## src/rtl/approx_mul8_seq.sv

```systemverilog
// Sequential approximate 8x8 multiplier built around one time-shared approx_1 4x4 core.
// Optional APPROX_MUL8_SKIP_ZERO_EN skips nibble steps whose high operand nibble is zero.

// 4x4 approximate core: four 2x2 blocks, each exact except 3*3 -> 7.
module approx_1 (
   input  logic [3:0] x,
   input  logic [3:0] y,
   output logic [7:0] p
);
   function automatic logic [3:0] mul2(input logic [1:0] u, input logic [1:0] v);
      return (u == 2'd3 && v == 2'd3) ? 4'd7 : ({2'b00, u} * {2'b00, v});
   endfunction

   assign p = 8'(mul2(x[1:0], y[1:0]))
            + (8'(mul2(x[3:2], y[1:0])) << 2)
            + (8'(mul2(x[1:0], y[3:2])) << 2)
            + (8'(mul2(x[3:2], y[3:2])) << 4);
endmodule

module approx_mul8_seq #(
   parameter int unsigned PIPE_CORE = 0
) (
   input  logic        clk,
   input  logic        rst_n,
   input  logic        in_valid,
   output logic        in_ready,
   input  logic [7:0]  a,
   input  logic [7:0]  b,
   output logic        out_valid,
   input  logic        out_ready,
   output logic [15:0] product,
   output logic        busy
);
   localparam int unsigned OW = 8;
   localparam int unsigned NW = 4;
   localparam int unsigned PW = 16;

   typedef enum logic [1:0] {IDLE, CALC, DONE} state_t;

   state_t          state, state_next;
   logic [1:0]      step, step_next, step_succ;
   logic            phase, phase_next;
   logic            load, core_en, acc_en, last;
   logic [OW-1:0]   a_q, b_q, core_q, core_res, acc_add;
   logic [NW-1:0]   core_x, core_y, shift;
   logic [PW-1:0]   acc;

   // Operand nibble selection for the current step: step[0] picks aH, step[1] picks bH.
   assign core_x = step[0] ? a_q[7:4] : a_q[3:0];
   assign core_y = step[1] ? b_q[7:4] : b_q[3:0];

   approx_1 u_core (
      .x (core_x),
      .y (core_y),
      .p (core_res)
   );

   assign acc_add = (PIPE_CORE != 0) ? core_q : core_res;
   assign product = acc;

   always_comb begin
      case (step)
         2'd0:    shift = 4'd0;
         2'd3:    shift = 4'd8;
         default: shift = 4'd4;
      endcase
   end

   // Next executed step after the current one; last is set when none remains.
`ifdef APPROX_MUL8_SKIP_ZERO_EN
   always_comb begin
      step_succ = step;
      last      = 1'b0;
      case (step)
         2'd0: begin
            if (a_q[7:4] != 4'd0)      step_succ = 2'd1;
            else if (b_q[7:4] != 4'd0) step_succ = 2'd2;
            else                       last      = 1'b1;
         end
         2'd1: begin
            if (b_q[7:4] != 4'd0) step_succ = 2'd2;
            else                  last      = 1'b1;
         end
         2'd2: begin
            if (a_q[7:4] != 4'd0) step_succ = 2'd3;
            else                  last      = 1'b1;
         end
         default: last = 1'b1;
      endcase
   end
`else
   always_comb begin
      step_succ = step + 2'd1;
      last      = (step == 2'd3);
   end
`endif

   always_comb begin
      state_next = state;
      step_next  = step;
      phase_next = phase;
      load       = 1'b0;
      core_en    = 1'b0;
      acc_en     = 1'b0;
      case (state)
         IDLE: begin
            if (in_valid) begin
               load       = 1'b1;
               step_next  = 2'd0;
               phase_next = 1'b0;
               state_next = CALC;
            end
         end
         CALC: begin
            if (PIPE_CORE != 0 && !phase) begin
               core_en    = 1'b1;
               phase_next = 1'b1;
            end else begin
               acc_en     = 1'b1;
               phase_next = 1'b0;
               if (last) begin
                  step_next  = 2'd0;
                  state_next = DONE;
               end else begin
                  step_next  = step_succ;
               end
            end
         end
         DONE: begin
            if (out_ready) state_next = IDLE;
         end
         default: state_next = IDLE;
      endcase
   end

   // State register with handshake/status outputs registered from the next state.
   always_ff @(posedge clk or negedge rst_n) begin
      if (!rst_n) begin
         state     <= IDLE;
         step      <= 2'd0;
         phase     <= 1'b0;
         in_ready  <= 1'b1;
         out_valid <= 1'b0;
         busy      <= 1'b0;
      end else begin
         state     <= state_next;
         step      <= step_next;
         phase     <= phase_next;
         in_ready  <= (state_next == IDLE);
         out_valid <= (state_next == DONE);
         busy      <= (state_next != IDLE);
      end
   end

   always_ff @(posedge clk or negedge rst_n) begin
      if (!rst_n) begin
         a_q    <= '0;
         b_q    <= '0;
         core_q <= '0;
         acc    <= '0;
      end else begin
         if (load) begin
            a_q <= a;
            b_q <= b;
            acc <= '0;
         end
         if (core_en) core_q <= core_res;
         if (acc_en)  acc    <= acc + (PW'(acc_add) << shift);
      end
   end
endmodule

```

## config.mk

```make
export PLATFORM = sky130hd
export DESIGN_NAME = approx_mul8_seq
export DESIGN_NICKNAME = d
export VERILOG_FILES = /design/src/rtl/approx_mul8_seq.sv
export SDC_FILE = /design/constraint.sdc
export NUM_CORES = 1
export LEC_CHECK = 0
export CORE_MARGIN = 1.5
export CORE_UTILIZATION = 40
export DETAILED_ROUTE_END_ITERATION = 6
export HOLD_SLACK_MARGIN = 0.05
export PLACE_DENSITY = 0.72
export RECOVER_POWER = 25
export SLEW_MARGIN = 20
export SYNTH_ARGS = -nofsm -noshare
export SYNTH_HDL_FRONTEND = slang
export SYNTH_HIERARCHICAL = 1
export SYNTH_SLANG_ARGS = --single-unit
export TNS_END_PERCENT = 20
```

## constraint.sdc

```tcl
create_clock -name clk -period 14.1 [get_ports clk]
set_input_delay 3.525 -clock clk [delete_from_list [all_inputs] [get_ports clk]]
set_output_delay 3.525 -clock clk [all_outputs]
set_load 0.05 [all_outputs]
```

==> images/gates.png <==
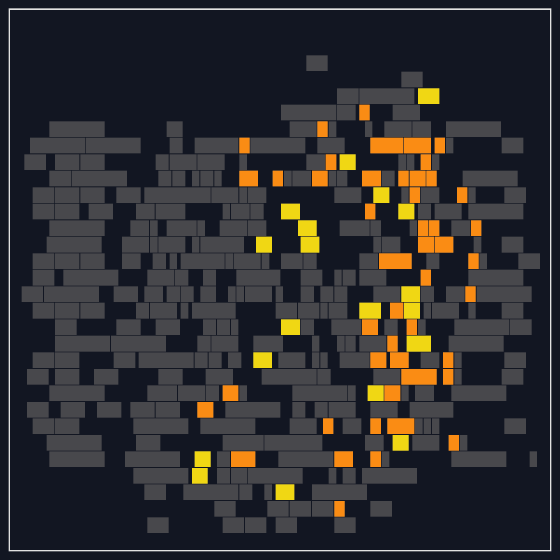
Orange shows aoi and oai cells, cells 47. Yellow shows non-inverting ao/oa cells, cells 19.

==> images/layers.png <==
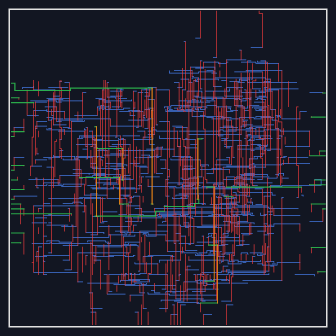
Orange shows M4, wire length 134 um. Red shows M2, wire length 3,000 um. Blue shows M1, wire length 2,550 um. Green shows M3, wire length 212 um.
drt total wl: 5.90 mm
total number of vias: 2,219
post-DR wirelength/cell: 13.7 um
global-route usage over all layers: 0.167

==> images/port_trees.png <==
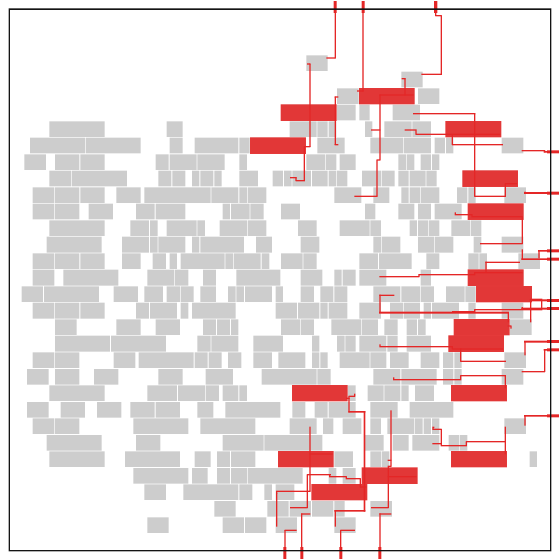
Red shows product, bits 16, direction output, end cells 16, buffers 16, wire 507 um.

==> reports/qor.yml <==
place_congestion: 0.820
comb_cells: 230
tritoncts: "done"
fillers: 671
inverters: 16
tapCellCount: 99
r2r-start: "step[0]"
drv_cap: 1
htreeDepth: 2
layout.nets: 385
yosys.area.top_type: "dfrtp_1"
endpoint: "in_ready"
simple_gate_share: 0.160
die_area_mm2: 0.00792
largest_cell_class: "logic gates"
place_hpwl_mm: 4.65
fp.dieH_um: 89.0
final_antenna_net_count: 0
timing.rr.end: "product[15]"
holdPathStages: 1
seq_area_frac_synth: 0.330
utilization: 0.492
violations: "capacitance limit, slew limit"
slowest_stage: "clkdlybuf4s50_1"
gr-total-overflow: 0
holdCritStartpoint: "a_q[3]"
cp_top_family: "buffers and inverters"
critical_path.max_fanout: 1
hold_path_class: "flop to flop"
final_cell_area_mm2: 0.00355
yosys_area_mm2: 0.00296
fp_util: 0.410
io_pins: 39
flop_cell: "dfrtp_1"
topCombFamilyByArea: "AND-OR/OR-AND gates"
antenna_found_initial: 0
ctsLongestPathBuffers: 2
setup_ws_ns: 8.95
final.min_clock_period_ns: 5.15
top_cells_by_count: "dfrtp_1 (38), ha_1 (29), mux2_2 (24), nand2_1 (23), inv_1 (16)"
final_cells: 430
drt_iter0_drc: 44
fmax_mhz: 194
path_buffers: 1
r2r_slack_ns: 9.05
rows: 31
tool_warnings: 27
finalSetupTns_ns: 0
xor_share: 0.0474
core-area_mm2: 0.00721
netlist_area_mm2: 0.00296
async_flop_share: 1.00
hold_path_end: "a_q[3]"
seq_area_um2: 977
n_antenna_cell: 0
fp_nets: 346
clk_pin_slew_ns: 0.09
numCtsBuffers: 5
crit_start: "in_ready"
max_slew_margin: -0.350
arrival_ns: 1.62
avgSynthCellArea_um2: 10.2
status: "finished, violations left"
ctsHoldBuffers: 0
n_all_buffers: 38
fin_hold_ws_ns: 0.505
drv_slew: 40
synth_flop_count: 39
ys_types: 54
first_global_vias: 2322
placed_area_mm2: 0.00343
==> images/clock_nets.png <==
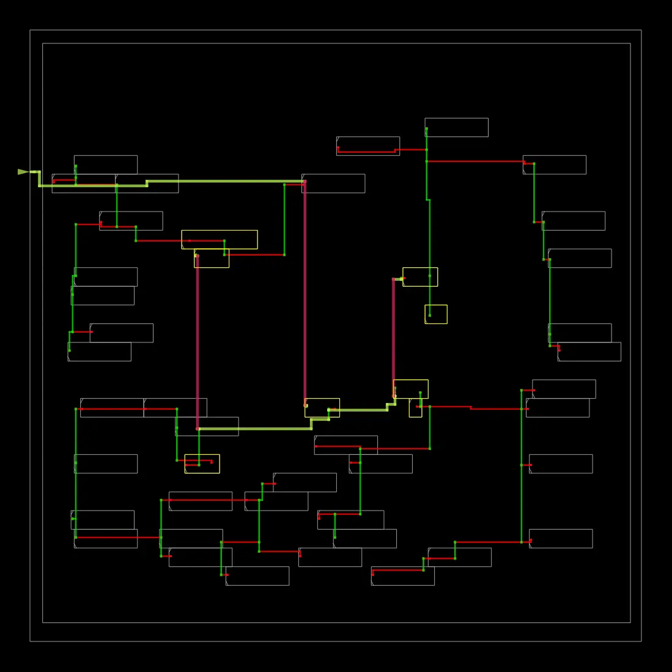
clock buf count: 5
# clock sinks: 39
seq_cells: 39
Final Skew: 0.00971 ns

==> images/clock_wires.png <==
Bar = 20 um.
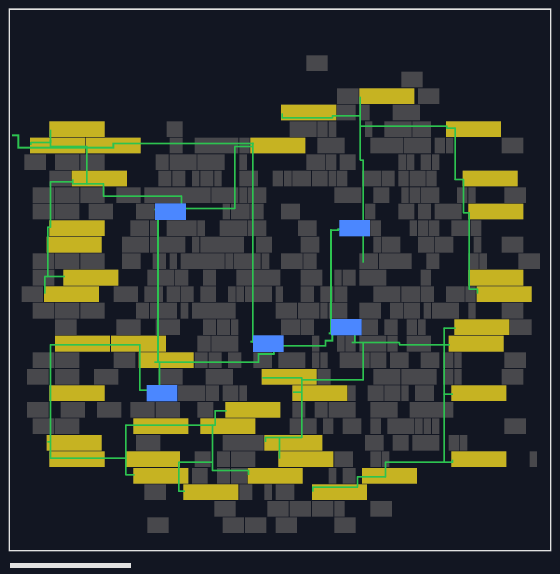
Blue shows clock-net drivers, count 5. Green shows clock wires, length 570 um. Yellow shows flip-flops, count 39.
Position of the flops: all over the die. There are 6 routed clock nets.
clk_lat worst skew: 0.30 ns

[placed cells by master, fill, tap and decap left out, drive strengths merged, types with 6 or more instances in the layout]
master         synthesis  layout
nor2                  13      13
and2                  19      19
fa                     6       6
xnor2                  8       8
a21o                   6       6
dfrtp                 38      38
a22o                   6       6
clkbuf                 4       6
nand2                 23      23
mux2                  24      24
inv                   16      16
ha                    29      29
nand2b                 8       8
xor2                   8       8
a21oi                 12      12
o21ai                 19      19
clkdlybuf4s50          0      37
nor2b                 10      10
[metal layers]
layer  vias to the layer above  wire [um]  GRT usage
met5                         -          0          0
met4                         0        133     0.0727
met3                        14        212     0.0314
met2                        43       3000      0.306
met1                      1063       2550      0.190
li1                       1099          -          -
